### src/rtl/alu_s_pkg.sv
// alu_s_pkg: opcodes, error bit positions and sequencer FSM states shared with alu_s users
package alu_s_pkg;
  localparam logic [2:0] OP_ADD = 3'b000;
  localparam logic [2:0] OP_SUB = 3'b001;
  localparam logic [2:0] OP_MUL = 3'b010;
  localparam logic [2:0] OP_DIV = 3'b011;
  localparam logic [2:0] OP_NOT = 3'b100;
  localparam logic [2:0] OP_AND = 3'b101;
  localparam logic [2:0] OP_OR = 3'b110;
  localparam logic [2:0] OP_INVALID = 3'b111;
  localparam int ERR_INVALID = 0;
  localparam int ERR_DIVZERO = 1;
  typedef enum logic [1:0] {IDLE, SETTLE, RESP} state_t;
endpackage

### src/rtl/alu_s_sequencer_if.sv
// alu_s_sequencer_if: command and response handshake ports of the alu_s sequencer
interface alu_s_sequencer_if #(parameter int SIZE = 32);
  logic cmd_valid;
  logic cmd_ready;
  logic [2:0] cmd_control;
  logic [SIZE-1:0] cmd_num1;
  logic [SIZE-1:0] cmd_num2;
  logic rsp_valid;
  logic rsp_ready;
  logic [2*SIZE-1:0] rsp_output1;
  logic [2*SIZE-1:0] rsp_output2;
  logic [1:0] rsp_error;
  modport master (
    output cmd_valid, cmd_control, cmd_num1, cmd_num2, rsp_ready,
    input cmd_ready, rsp_valid, rsp_output1, rsp_output2, rsp_error
  );
  modport slave (
    input cmd_valid, cmd_control, cmd_num1, cmd_num2, rsp_ready,
    output cmd_ready, rsp_valid, rsp_output1, rsp_output2, rsp_error
  );
endinterface

### src/rtl/alu_s_sequencer.sv
// alu_s_sequencer: issues one command to alu_s, waits SETTLE_CYCLES, returns the captured result
module alu_s_sequencer
  import alu_s_pkg::*;
#(
  parameter int SIZE = 32,
  parameter int SETTLE_CYCLES = 1,
  parameter int CNT_W = 16
) (
  input  logic                clk,
  input  logic                rst,
  alu_s_sequencer_if.slave    bus,
  output logic [2:0]          alu_control,
  output logic [SIZE-1:0]     alu_num1,
  output logic [SIZE-1:0]     alu_num2,
  input  logic [2*SIZE-1:0]   alu_output1,
  input  logic [2*SIZE-1:0]   alu_output2,
  output logic                busy,
  output logic [CNT_W-1:0]    op_count
);
  localparam int CW = SETTLE_CYCLES > 1 ? $clog2(SETTLE_CYCLES) : 1;
  state_t state;
  logic [CW-1:0] cnt;
  logic accept;
  logic rsp_hs;
  logic [1:0] err;
  assign bus.cmd_ready = state == IDLE || (state == RESP && bus.rsp_ready);
  assign accept = bus.cmd_valid && bus.cmd_ready;
  assign rsp_hs = bus.rsp_valid && bus.rsp_ready;
  assign busy = state != IDLE;
  // errors are judged on the registered command actually presented to alu_s
  always_comb begin
    err = '0;
    err[ERR_INVALID] = alu_control == OP_INVALID;
    err[ERR_DIVZERO] = alu_control == OP_DIV && alu_num2 == '0;
  end
  always_ff @(posedge clk or posedge rst) begin
    if (rst) begin
      state <= IDLE;
      cnt <= '0;
      alu_control <= '0;
      alu_num1 <= '0;
      alu_num2 <= '0;
      bus.rsp_valid <= 1'b0;
      bus.rsp_output1 <= '0;
      bus.rsp_output2 <= '0;
      bus.rsp_error <= '0;
      op_count <= '0;
    end else begin
      if (rsp_hs) begin
        bus.rsp_valid <= 1'b0;
        op_count <= op_count + 1'b1;
      end
      if (accept) begin
        alu_control <= bus.cmd_control;
        alu_num1 <= bus.cmd_num1;
        alu_num2 <= bus.cmd_num2;
        cnt <= CW'(SETTLE_CYCLES - 1);
        state <= SETTLE;
      end else if (state == RESP && rsp_hs) begin
        state <= IDLE;
      end
      if (state == SETTLE) begin
        if (cnt == '0) begin
          bus.rsp_valid <= 1'b1;
          bus.rsp_output1 <= |err ? '0 : alu_output1;
          bus.rsp_output2 <= |err ? '0 : alu_output2;
          bus.rsp_error <= err;
          state <= RESP;
        end else begin
          cnt <= cnt - 1'b1;
        end
      end
    end
  end
endmodule

### src/flat_wrapper.sv
// flat-port wrapper written by rule: the top's interface ports become plain ports
module alu_s_sequencer_flat import alu_s_pkg::*;
#(
  parameter int SIZE = 32,
  parameter int SETTLE_CYCLES = 1,
  parameter int CNT_W = 16
)
  (clk, rst, alu_control, alu_num1, alu_num2, alu_output1, alu_output2, busy, op_count, bus_cmd_valid, bus_cmd_control, bus_cmd_num1, bus_cmd_num2, bus_rsp_ready, bus_cmd_ready, bus_rsp_valid, bus_rsp_output1, bus_rsp_output2, bus_rsp_error);
  alu_s_sequencer_if #(.SIZE(SIZE)) bus_i ();
  input  logic clk;
  input  logic rst;
  output logic [2:0] alu_control;
  output logic [SIZE-1:0] alu_num1;
  output logic [SIZE-1:0] alu_num2;
  input  logic [2*SIZE-1:0] alu_output1;
  input  logic [2*SIZE-1:0] alu_output2;
  output logic busy;
  output logic [CNT_W-1:0] op_count;
  input wire logic [$bits(bus_i.cmd_valid)-1:0] bus_cmd_valid;
  input wire logic [$bits(bus_i.cmd_control)-1:0] bus_cmd_control;
  input wire logic [$bits(bus_i.cmd_num1)-1:0] bus_cmd_num1;
  input wire logic [$bits(bus_i.cmd_num2)-1:0] bus_cmd_num2;
  input wire logic [$bits(bus_i.rsp_ready)-1:0] bus_rsp_ready;
  output wire logic [$bits(bus_i.cmd_ready)-1:0] bus_cmd_ready;
  output wire logic [$bits(bus_i.rsp_valid)-1:0] bus_rsp_valid;
  output wire logic [$bits(bus_i.rsp_output1)-1:0] bus_rsp_output1;
  output wire logic [$bits(bus_i.rsp_output2)-1:0] bus_rsp_output2;
  output wire logic [$bits(bus_i.rsp_error)-1:0] bus_rsp_error;
  assign bus_i.cmd_valid = bus_cmd_valid;
  assign bus_i.cmd_control = bus_cmd_control;
  assign bus_i.cmd_num1 = bus_cmd_num1;
  assign bus_i.cmd_num2 = bus_cmd_num2;
  assign bus_i.rsp_ready = bus_rsp_ready;
  assign bus_cmd_ready = bus_i.cmd_ready;
  assign bus_rsp_valid = bus_i.rsp_valid;
  assign bus_rsp_output1 = bus_i.rsp_output1;
  assign bus_rsp_output2 = bus_i.rsp_output2;
  assign bus_rsp_error = bus_i.rsp_error;
  alu_s_sequencer #(.SIZE(SIZE), .SETTLE_CYCLES(SETTLE_CYCLES), .CNT_W(CNT_W)) u_core (.clk(clk), .rst(rst), .bus(bus_i), .alu_control(alu_control), .alu_num1(alu_num1), .alu_num2(alu_num2), .alu_output1(alu_output1), .alu_output2(alu_output2), .busy(busy), .op_count(op_count));
endmodule
### config.mk
export PLATFORM = sky130hd
export DESIGN_NAME = alu_s_sequencer_flat
export DESIGN_NICKNAME = d
export VERILOG_FILES = /design/src/rtl/alu_s_pkg.sv /design/src/rtl/alu_s_sequencer_if.sv /design/src/rtl/alu_s_sequencer.sv /design/src/flat_wrapper.sv
export SDC_FILE = /design/constraint.sdc
export NUM_CORES = 1
export LEC_CHECK = 0
export CAP_MARGIN = 5
export CORE_AREA = 8 8 157 159
export CTS_BUF_LIST = sky130_fd_sc_hd__clkbuf_2 sky130_fd_sc_hd__clkbuf_4 sky130_fd_sc_hd__clkbuf_8
export CTS_CLUSTER_DIAMETER = 80
export DETAILED_ROUTE_END_ITERATION = 6
export DIE_AREA = 0 0 165 167
export HOLD_SLACK_MARGIN = 0.05
export PLACE_DENSITY_LB_ADDON = 0.12
export SYNTH_ARGS = -nofsm -noshare
export SYNTH_HDL_FRONTEND = slang
export SYNTH_SLANG_ARGS = --single-unit
### constraint.sdc
create_clock -name clk -period 9.2 [get_ports clk]
set_input_delay 1.38 -clock clk [delete_from_list [all_inputs] [get_ports clk]]
set_output_delay 1.38 -clock clk [all_outputs]
set_load 0.005 [all_outputs]
layer_met1.png
Scale: 3 px per um. Supply wires on this layer in grey.
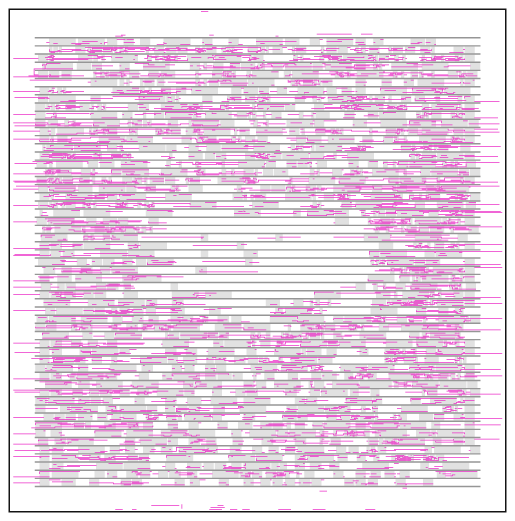
main direction: horizontal
wire length on this layer: 10,900 um
share of all routed wire: 37%
nets with wire on the layer: 1,252
longest straight run: 52.4 um
via count: 7,216
Post-Route WL: 29,200 um
grt met1 use: 22.8%

congestion.png
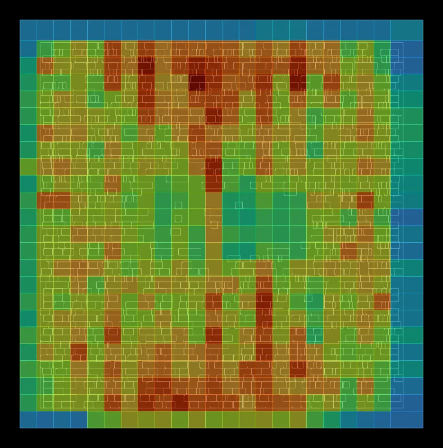
average routed wire per standard cell: 19.3 um
final cell utilization of the core: 61.5%
M3 GR Usage: 8.58%

==> impl_metrics.json <==
{
  "status": "finished clean",
  "place_area_mm2": 0.0128,
  "largest_area_cell": "dfrtp_1",
  "port_buffers": 414,
  "io_pins": 415,
  "regArea_mm2": 0.00543,
  "grt_usage_pct": 20.7,
  "grt_pass1_vias": 7669,
  "holdPathEnd": "u_core.bus.rsp_output1[54]$_DFFE_PP0P_",
  "final_net_count": 1403,
  "fin_total_pwr_uw": 4560,
  "clkLatencyLatePin_ns": 0.52,
  "cp_top_family": "buffers and inverters",
  "rsz0062_at_grt": "no",
  "yosys-stat-area_mm2": 0.00859,
  "final.setup.tns_ns": 0,
  "power_leakage_uw": 0.00587,
  "p_sw_share_pct": 31.9,
  "reg2reg_slack_ns": 6.18,
  "hold_ws_ns": 0.479,
  "logic_area_mm2": 0.00282,
  "core_area_mm2": 0.0222,
  "pre_cts_ws_ns": 5.12,
  "clock_path_buffers": 3,
  "hold_start": "u_core.bus.rsp_output1[54]$_DFFE_PP0P_",
  "cts_sinks": 217,
  "nWellTaps": 285,
  "ys_sh_adder_pct": 0.146,
  "fp-row-count": 55,
  "n_all_buffers": 421,
  "cap_violations": 0,
  "crit_end": "bus_cmd_ready",
  "clockRootBuffer": "clkbuf_8",
  "skew_ns": 0.00931,
  "comb_cells": 518,
  "drv_slew": 0,
  "crit_buf_inv": 3,
  "power.density_mw_per_mm2": 334,
  "setup_slack_ns": 5.11,
  "ctsHoldBuffers": 0,
  "viasPerCell": 4.76,
  "sh_comb_area_pct": 20.6,
  "final-clk-cell-share_pct": 6.11,
  "antenna_found_initial": 2,
  "grt_pass1_wl_um": 44500,
  "yosys.area.top_type_share_pct": 63.2,
  "crit_type": "input pin to output port",
  "crit_cells": 4,
  "p_comb_uw": 1930,
  "synth.cells.most_frequent": "nand2_1 (258), dfrtp_1 (217), o21ai_1 (120), mux2_2 (70), clkbuf_1 (14)",
  "cp_slowest_stage_delay_ns": 0.56,
  "power_leader": "combinational logic",
  "dr.pass1.iters": 4,
  "clkSlewWorstSetupHoldPaths_ns": 0.06,
  "worstPathRequired_ns": 7.82,
  "reg2reg_depth": 6,
  "area_growth_pct": 59.3,
  "crit_fanout": 5,
  "grt_max_degree": 146,
  "fmax_mhz": 244,
  "ys_seq_share_pct": 63.2,
  "synthArstFlopShare_pct": 100,
  "yosysWarnings": 0,
  "ys_cells": 792,
  "cts_buffers": 39,
  "slowest_stage": "clkdlybuf4s50_1",
  "critPathLaunch": "bus_rsp_ready",
  "setup_violations": 0,
  "wl_met1_um": 10900,
  "synth-simple-area-share_pct": 14.0,
  "final_cell_count_no_fill": 1515
}
